**config.mk**
```make
export PLATFORM = sky130hd
export DESIGN_NAME = daddr_split
export DESIGN_NICKNAME = d
export VERILOG_FILES = /design/src/rtl/daddr_split.sv
export SDC_FILE = /design/constraint.sdc
export NUM_CORES = 1
export LEC_CHECK = 0
export CELL_PAD_IN_SITES_DETAIL_PLACEMENT = 0
export CELL_PAD_IN_SITES_GLOBAL_PLACEMENT = 1
export CORE_UTILIZATION = 33
export DETAILED_ROUTE_END_ITERATION = 8
export GPL_TIMING_DRIVEN = 1
export PLACE_DENSITY_LB_ADDON = 0.1
export SYNTH_ARGS = -nofsm -noshare
export SYNTH_HDL_FRONTEND = slang
export SYNTH_SLANG_ARGS = --single-unit
```
**constraint.sdc**
```tcl
create_clock -name SYSCLK -period 4 [get_ports SYSCLK]
set_input_delay 1.2 -clock SYSCLK [delete_from_list [all_inputs] [get_ports SYSCLK]]
set_output_delay 1.2 -clock SYSCLK [all_outputs]
set_load 0.02 [all_outputs]
```
**src/rtl/daddr_split.sv**
```systemverilog
// Data-address generator: EA = base + offset, big-endian lane enables, store-data rotation.
// Define DADDR_SPLIT_EN to issue lane-group-crossing accesses as two beats instead of erroring.
module daddr_split #(
  parameter int unsigned DW = 32,
  parameter int unsigned AW = 32
) (
  input  logic            SYSCLK,
  input  logic            RESET_D1_R,
  input  logic            CLMI_RHOLD,
  input  logic            REQ_E_P,
  output logic            REQ_RDY,
  input  logic            WRITE_E_P,
  input  logic [1:0]      SIZE_E_P,
  input  logic [AW-1:0]   REGA_E_R,
  input  logic [AW-1:0]   REGBI_E_R,
  input  logic [DW-1:0]   REGBR_E_R,
  output logic            DREQ_M_R,
  output logic            DWRITE_M_R,
  output logic [AW-1:0]   DADDR_M_R,
  output logic [DW/8-1:0] DBYEN_M_R,
  output logic [DW-1:0]   DWDATA_M_R,
  output logic            DLAST_M_R,
  output logic            DADALERR_M_R
);

  localparam int unsigned NB = DW / 8;
  localparam int unsigned L  = $clog2(NB);

`ifdef DADDR_SPLIT_EN
  localparam bit SplitEn = 1'b1;
`else
  localparam bit SplitEn = 1'b0;
`endif

  typedef enum logic [0:0] {StIdle, StBeat2} state_e;

  state_e          state_q, state_d;
  logic            dreq_q, dreq_d;
  logic            dwrite_q, dwrite_d;
  logic [AW-1:0]   daddr_q, daddr_d;
  logic [NB-1:0]   dbyen_q, dbyen_d;
  logic [DW-1:0]   dwdata_q, dwdata_d;
  logic            dlast_q, dlast_d;
  logic            derr_q, derr_d;
  logic [AW-1:0]   addr2_q, addr2_d;
  logic [NB-1:0]   byen2_q, byen2_d;

  logic [AW-1:0]   ea;
  logic [AW-L-1:0] grp_next;
  logic [AW-1:0]   ea_next_grp;
  logic [L-1:0]    off;
  logic [31:0]     off_n;
  logic [31:0]     len;
  logic            size_err;
  logic            misaligned;
  logic            crossing;
  logic            acc_err;
  logic            acc_split;
  logic [2*NB-1:0] lane_ext;
  logic [NB-1:0]   byen1;
  logic [NB-1:0]   byen2;
  logic [DW-1:0]   data_lj;
  logic [2*DW-1:0] data_dbl;
  logic [DW-1:0]   data_rot;
  logic            ready;
  logic            accept;

  assign ea          = REGA_E_R + REGBI_E_R;
  assign off         = ea[L-1:0];
  assign grp_next    = ea[AW-1:L] + (AW-L)'(1);
  assign ea_next_grp = {grp_next, {L{1'b0}}};

  always_comb begin
    off_n      = 32'(off);
    len        = 32'd1 << SIZE_E_P;
    size_err   = (DW == 32) && (SIZE_E_P == 2'd3);
    misaligned = (off_n & (len - 32'd1)) != 32'd0;
    crossing   = (off_n + len) > NB;
    acc_err    = size_err | (misaligned & ~SplitEn);
    acc_split  = crossing & SplitEn & ~acc_err;
  end

  // Lanes are numbered over two consecutive lane groups; the second group feeds beat 2.
  always_comb begin
    lane_ext = '0;
    byen1    = '0;
    byen2    = '0;
    for (int unsigned j = 0; j < 2 * NB; j++) begin
      lane_ext[j] = (j >= off_n) && (j < off_n + len);
    end
    for (int unsigned i = 0; i < NB; i++) begin
      byen1[NB-1-i] = lane_ext[i];
      byen2[NB-1-i] = lane_ext[NB+i];
    end
  end

  // Left-justify the low len bytes, then rotate right by off bytes.
  always_comb begin
    data_lj  = size_err ? '0 : (REGBR_E_R << ((NB - len) * 8));
    data_dbl = {data_lj, data_lj} >> (off_n * 8);
    data_rot = WRITE_E_P ? data_dbl[DW-1:0] : '0;
  end

  assign ready   = !CLMI_RHOLD && (state_q == StIdle) && !RESET_D1_R;
  assign accept  = REQ_E_P && ready;
  assign REQ_RDY = ready;

  always_comb begin
    state_d  = state_q;
    dreq_d   = dreq_q;
    dwrite_d = dwrite_q;
    daddr_d  = daddr_q;
    dbyen_d  = dbyen_q;
    dwdata_d = dwdata_q;
    dlast_d  = dlast_q;
    derr_d   = derr_q;
    addr2_d  = addr2_q;
    byen2_d  = byen2_q;
    unique case (state_q)
      StIdle: begin
        if (accept) begin
          dreq_d   = ~acc_err;
          dwrite_d = WRITE_E_P;
          daddr_d  = ea;
          dbyen_d  = acc_err ? '0 : byen1;
          dwdata_d = data_rot;
          dlast_d  = acc_err | ~acc_split;
          derr_d   = acc_err;
          addr2_d  = ea_next_grp;
          byen2_d  = byen2;
          if (acc_split) begin
            state_d = StBeat2;
          end
        end else begin
          dreq_d = 1'b0;
          derr_d = 1'b0;
        end
      end
      StBeat2: begin
        dreq_d  = 1'b1;
        daddr_d = addr2_q;
        dbyen_d = byen2_q;
        dlast_d = 1'b1;
        derr_d  = 1'b0;
        state_d = StIdle;
      end
      default: state_d = StIdle;
    endcase
  end

  always_ff @(posedge SYSCLK) begin
    if (RESET_D1_R) begin
      state_q  <= StIdle;
      dreq_q   <= 1'b0;
      dwrite_q <= 1'b0;
      daddr_q  <= '0;
      dbyen_q  <= '0;
      dwdata_q <= '0;
      dlast_q  <= 1'b0;
      derr_q   <= 1'b0;
      addr2_q  <= '0;
      byen2_q  <= '0;
    end else if (!CLMI_RHOLD) begin
      state_q  <= state_d;
      dreq_q   <= dreq_d;
      dwrite_q <= dwrite_d;
      daddr_q  <= daddr_d;
      dbyen_q  <= dbyen_d;
      dwdata_q <= dwdata_d;
      dlast_q  <= dlast_d;
      derr_q   <= derr_d;
      addr2_q  <= addr2_d;
      byen2_q  <= byen2_d;
    end
  end

  assign DREQ_M_R     = dreq_q;
  assign DWRITE_M_R   = dwrite_q;
  assign DADDR_M_R    = daddr_q;
  assign DBYEN_M_R    = dbyen_q;
  assign DWDATA_M_R   = dwdata_q;
  assign DLAST_M_R    = dlast_q;
  assign DADALERR_M_R = derr_q;

endmodule

```
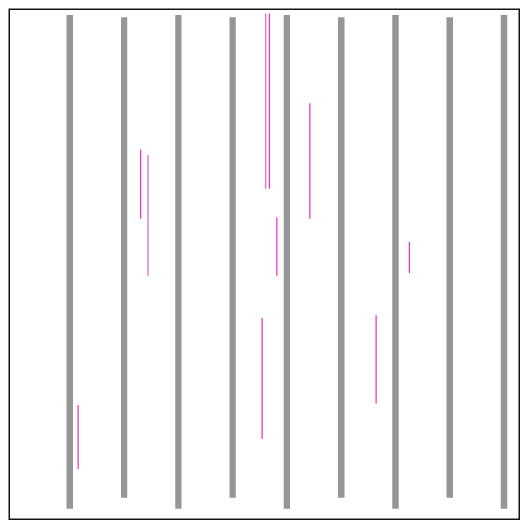
(images/m4.png)
Scale: 4 px per um. Supply wires on this layer in gray.
The longest straight run is 43.5 um. 6 nets have wire on it. The layer carries 252 um of wire. The wires run mostly vertical.
DRT Wirelength: 17220 um
via count: 5702

==> flow_metrics.env <==
# flow metrics
export IMPL_p_int_mw=1.556
export IMPL_crit_family="buffers and inverters"
export IMPL_drv_slew=0
export IMPL_maxSlewHeadroom_pct=68.50
export IMPL_synth_adder_area_share_pct=8.618
export IMPL_yosysCellCount=704
export IMPL_post_cts_resized=0
export IMPL_powerClk_mw=0.792
export IMPL_cts_htree_levels=3
export IMPL_grtUsageMet2_pct=32.13
export IMPL_clockPowerShare_pct=33.3
export IMPL_warning_count=27
export IMPL_top_cells_by_count="o21ai_0, dfxtp_1, nand2_1"
export IMPL_wl_met1_um=8658
export IMPL_compound_area_share_pct=33.14
export IMPL_pin_count=176
export IMPL_wl_met2_um=7324
export IMPL_worst_path_buf_inv=2
export IMPL_drtPass1Iterations=5
export IMPL_p_sw_share_pct=34.54
export IMPL_worst_pin_slew_ns=0.4665
export IMPL_vias_per_cell=5.299
export IMPL_p_leak_nw=2.886
export IMPL_yosysWarnings=0
export IMPL_status="finished, final reports clean"
export IMPL_crit_path_end_kind="output pin"
export IMPL_grt_met3_usage_pct=3.057
export IMPL_fin_cells=1076
export IMPL_fillers=1537
export IMPL_clk_latency_ns=0.34
export IMPL_topCellsByArea="dfxtp_1, ha_1, o21ai_0"
export IMPL_antenna_cells=0
export IMPL_initial_core_util_pct=33.87
export IMPL_place_inst=1060
export IMPL_syn_inst=704
export IMPL_dieArea_sq_um=16170
export IMPL_top_cell="o21ai_0"
export IMPL_power_leader="combinational cells"
export IMPL_cts_tree="yes"
export IMPL_drive_gt1_share_pct=5.780
export IMPL_p_switching_mw=0.8208
export IMPL_drv_cap=0
export IMPL_cp_common_cell="clkdlybuf4s50_1"
export IMPL_fin_total_pwr_mw=2.377
export IMPL_xor_area_share_pct=4.575
export IMPL_core_region_area_sq_um=15260
export IMPL_p_comb_mw=0.807
export IMPL_async_flop_share_pct=0
export IMPL_ys_chip_area_sq_um=5169
export IMPL_crit_arrival_ns=2.68
export IMPL_die_y_um=127.2
export IMPL_cts_buffer_depth=2
export IMPL_layout_min_cycle_time_ns=3.881
export IMPL_share_comb_of_total_power_pct=34.0
export IMPL_yosys_area_top_type="dfxtp_1"
export IMPL_hold_worst_slack_ns=0.4539
export IMPL_rows=45
export IMPL_clkTransAtPathRegs_ns=0.06
export IMPL_wl_met3_um=982
export IMPL_grt_pass1_wl_um=26970
export IMPL_gr_total_overflow=0
export IMPL_grt_max_degree=59
export IMPL_synthesis_area_sq_um=5169
export IMPL_critPathKind="in -> out"
export IMPL_setup_viol=0
export IMPL_drt_iter0_markers=294
export IMPL_final_area_sq_um=7457
export IMPL_required_ns=2.80
export IMPL_dp_hpwl_um=13540
export IMPL_pg_seq_mw=0.778
export IMPL_dp_slack_ns=0.03336
export IMPL_ir_drop_mv=0.2035
export IMPL_grt_pass1_vias=5241
export IMPL_antenna_left=0
export IMPL_fp_nets=842
export IMPL_port_buffers=175
export IMPL_min_path_type="reg -> reg"
export IMPL_simple_gate_share_pct=20.04
export IMPL_critPathMaxFanout=4
export IMPL_gp_congestion=0.8827
export IMPL_ys_top_logic_family="AND-OR/OR-AND gates"
export IMPL_highest_layer="met4"
export IMPL_area_delta_synth_final_pct=44.27
export IMPL_cp_slowest_cell="clkdlybuf4s50_1"
export IMPL_fin_crit_sh_pct=97.02
export IMPL_synth_cell_types=56
export IMPL_pwr_share_seq_pct=32.7
export IMPL_max_stage_delay_ns=0.67
export IMPL_ys_ff=72
export IMPL_synth_edff_count=0
export IMPL_startpoint_type="input pin"
export IMPL_hold_viol=0
export IMPL_rsz0062_at_grt="no"
export IMPL_cts_root_buf="clkbuf_16"
export IMPL_ys_flop_type="dfxtp_1"
export IMPL_die_width_um=127.2
export IMPL_cts_buffers=9
export IMPL_setup_ws_ns=0.1194
export IMPL_yosysSeqAreaShare_pct=27.89
export IMPL_setup_tns_ns=0
export IMPL_mux_share_pct=0.6052
export IMPL_dpl_cell_area_sq_um=7169
export IMPL_crit_path_cell_trace="clkdlybuf4s50_1 -> nor2_1 -> clkdlybuf4s50_1"
export IMPL_syn_area_per_cell_sq_um=7.342
export IMPL_drc=0
export IMPL_cts_sinks=72
export IMPL_antenna_found_initial=0
export IMPL_hold_buffers=0
export IMPL_p_per_area_nw_per_um2=318.7
export IMPL_top_area_share_pct=27.89
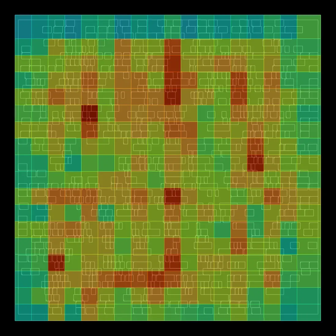
(images/congestion_map.png)
routed len/inst: 16.00 um
Most Used Layer, Global Route: met2
Util after Layout: 48.87%
GRT Overall Usage: 21.19%
GRT met1 Usage: 30.88%

[worst register-to-register path: cells and delay by family (launching register included)]
| kind | cells | cell delay [ns] |
|---|---|---|
| compound gates | 1 | 0.22 |
| flops | 1 | 0.33 |
| simple gates | 1 | 0.14 |
[flip-flops by register name, summed over array words and instances (netlist names)]
register,cells
DADALERR_M_R,1
DADDR_M_R,32
DBYEN_M_R,4
DLAST_M_R,1
DREQ_M_R,1
DWDATA_M_R,32
DWRITE_M_R,1
[final timing paths]
| kind | start | endpoint | slack [ns] | cells past startpoint |
|---|---|---|---|---|
| max | CLMI_RHOLD | REQ_RDY | 0.12 | 3 |
| min | DBYEN_M_R[0]$_SDFFE_PP0P_ | DBYEN_M_R[0]$_SDFFE_PP0P_ | 0.45 | 2 |
| max reg2reg | DADDR_M_R[25]$_SDFFE_PP0P_ | DADDR_M_R[25]$_SDFFE_PP0P_ | 3.20 | 2 |
| min reg2reg | DBYEN_M_R[0]$_SDFFE_PP0P_ | DBYEN_M_R[0]$_SDFFE_PP0P_ | 0.45 | 2 |
[layout by cell type, fill, tap and decap left out, types with 6 or more instances in the layout]
cell,instances
inv_1,14
xor2_1,17
nand3_1,39
a21o_1,21
xnor2_1,10
dfxtp_1,72
o21ai_1,14
nand2_1,70
o211ai_1,10
nand2b_1,9
nand4_1,7
clkdlybuf4s50_1,175
a31oi_1,6
nor2b_1,14
a21oi_1,59
buf_4,23
o21ai_0,79
nor2_1,69
a211oi_1,13
clkbuf_16,9
a22o_1,15
ha_1,34
a22oi_1,19
[cell type report]
class	instances	area (sq um)	share of cell area [%]
inverters	14	52.55	0.7047
flip-flops and latches	72	1441	19.33
repair buffers	199	1944	26.07
multi-input cells	564	3467	46.49
clock buffers	9	225.2	3.020
well taps	211	264.0	3.540
clock inverters	7	62.56	0.8389
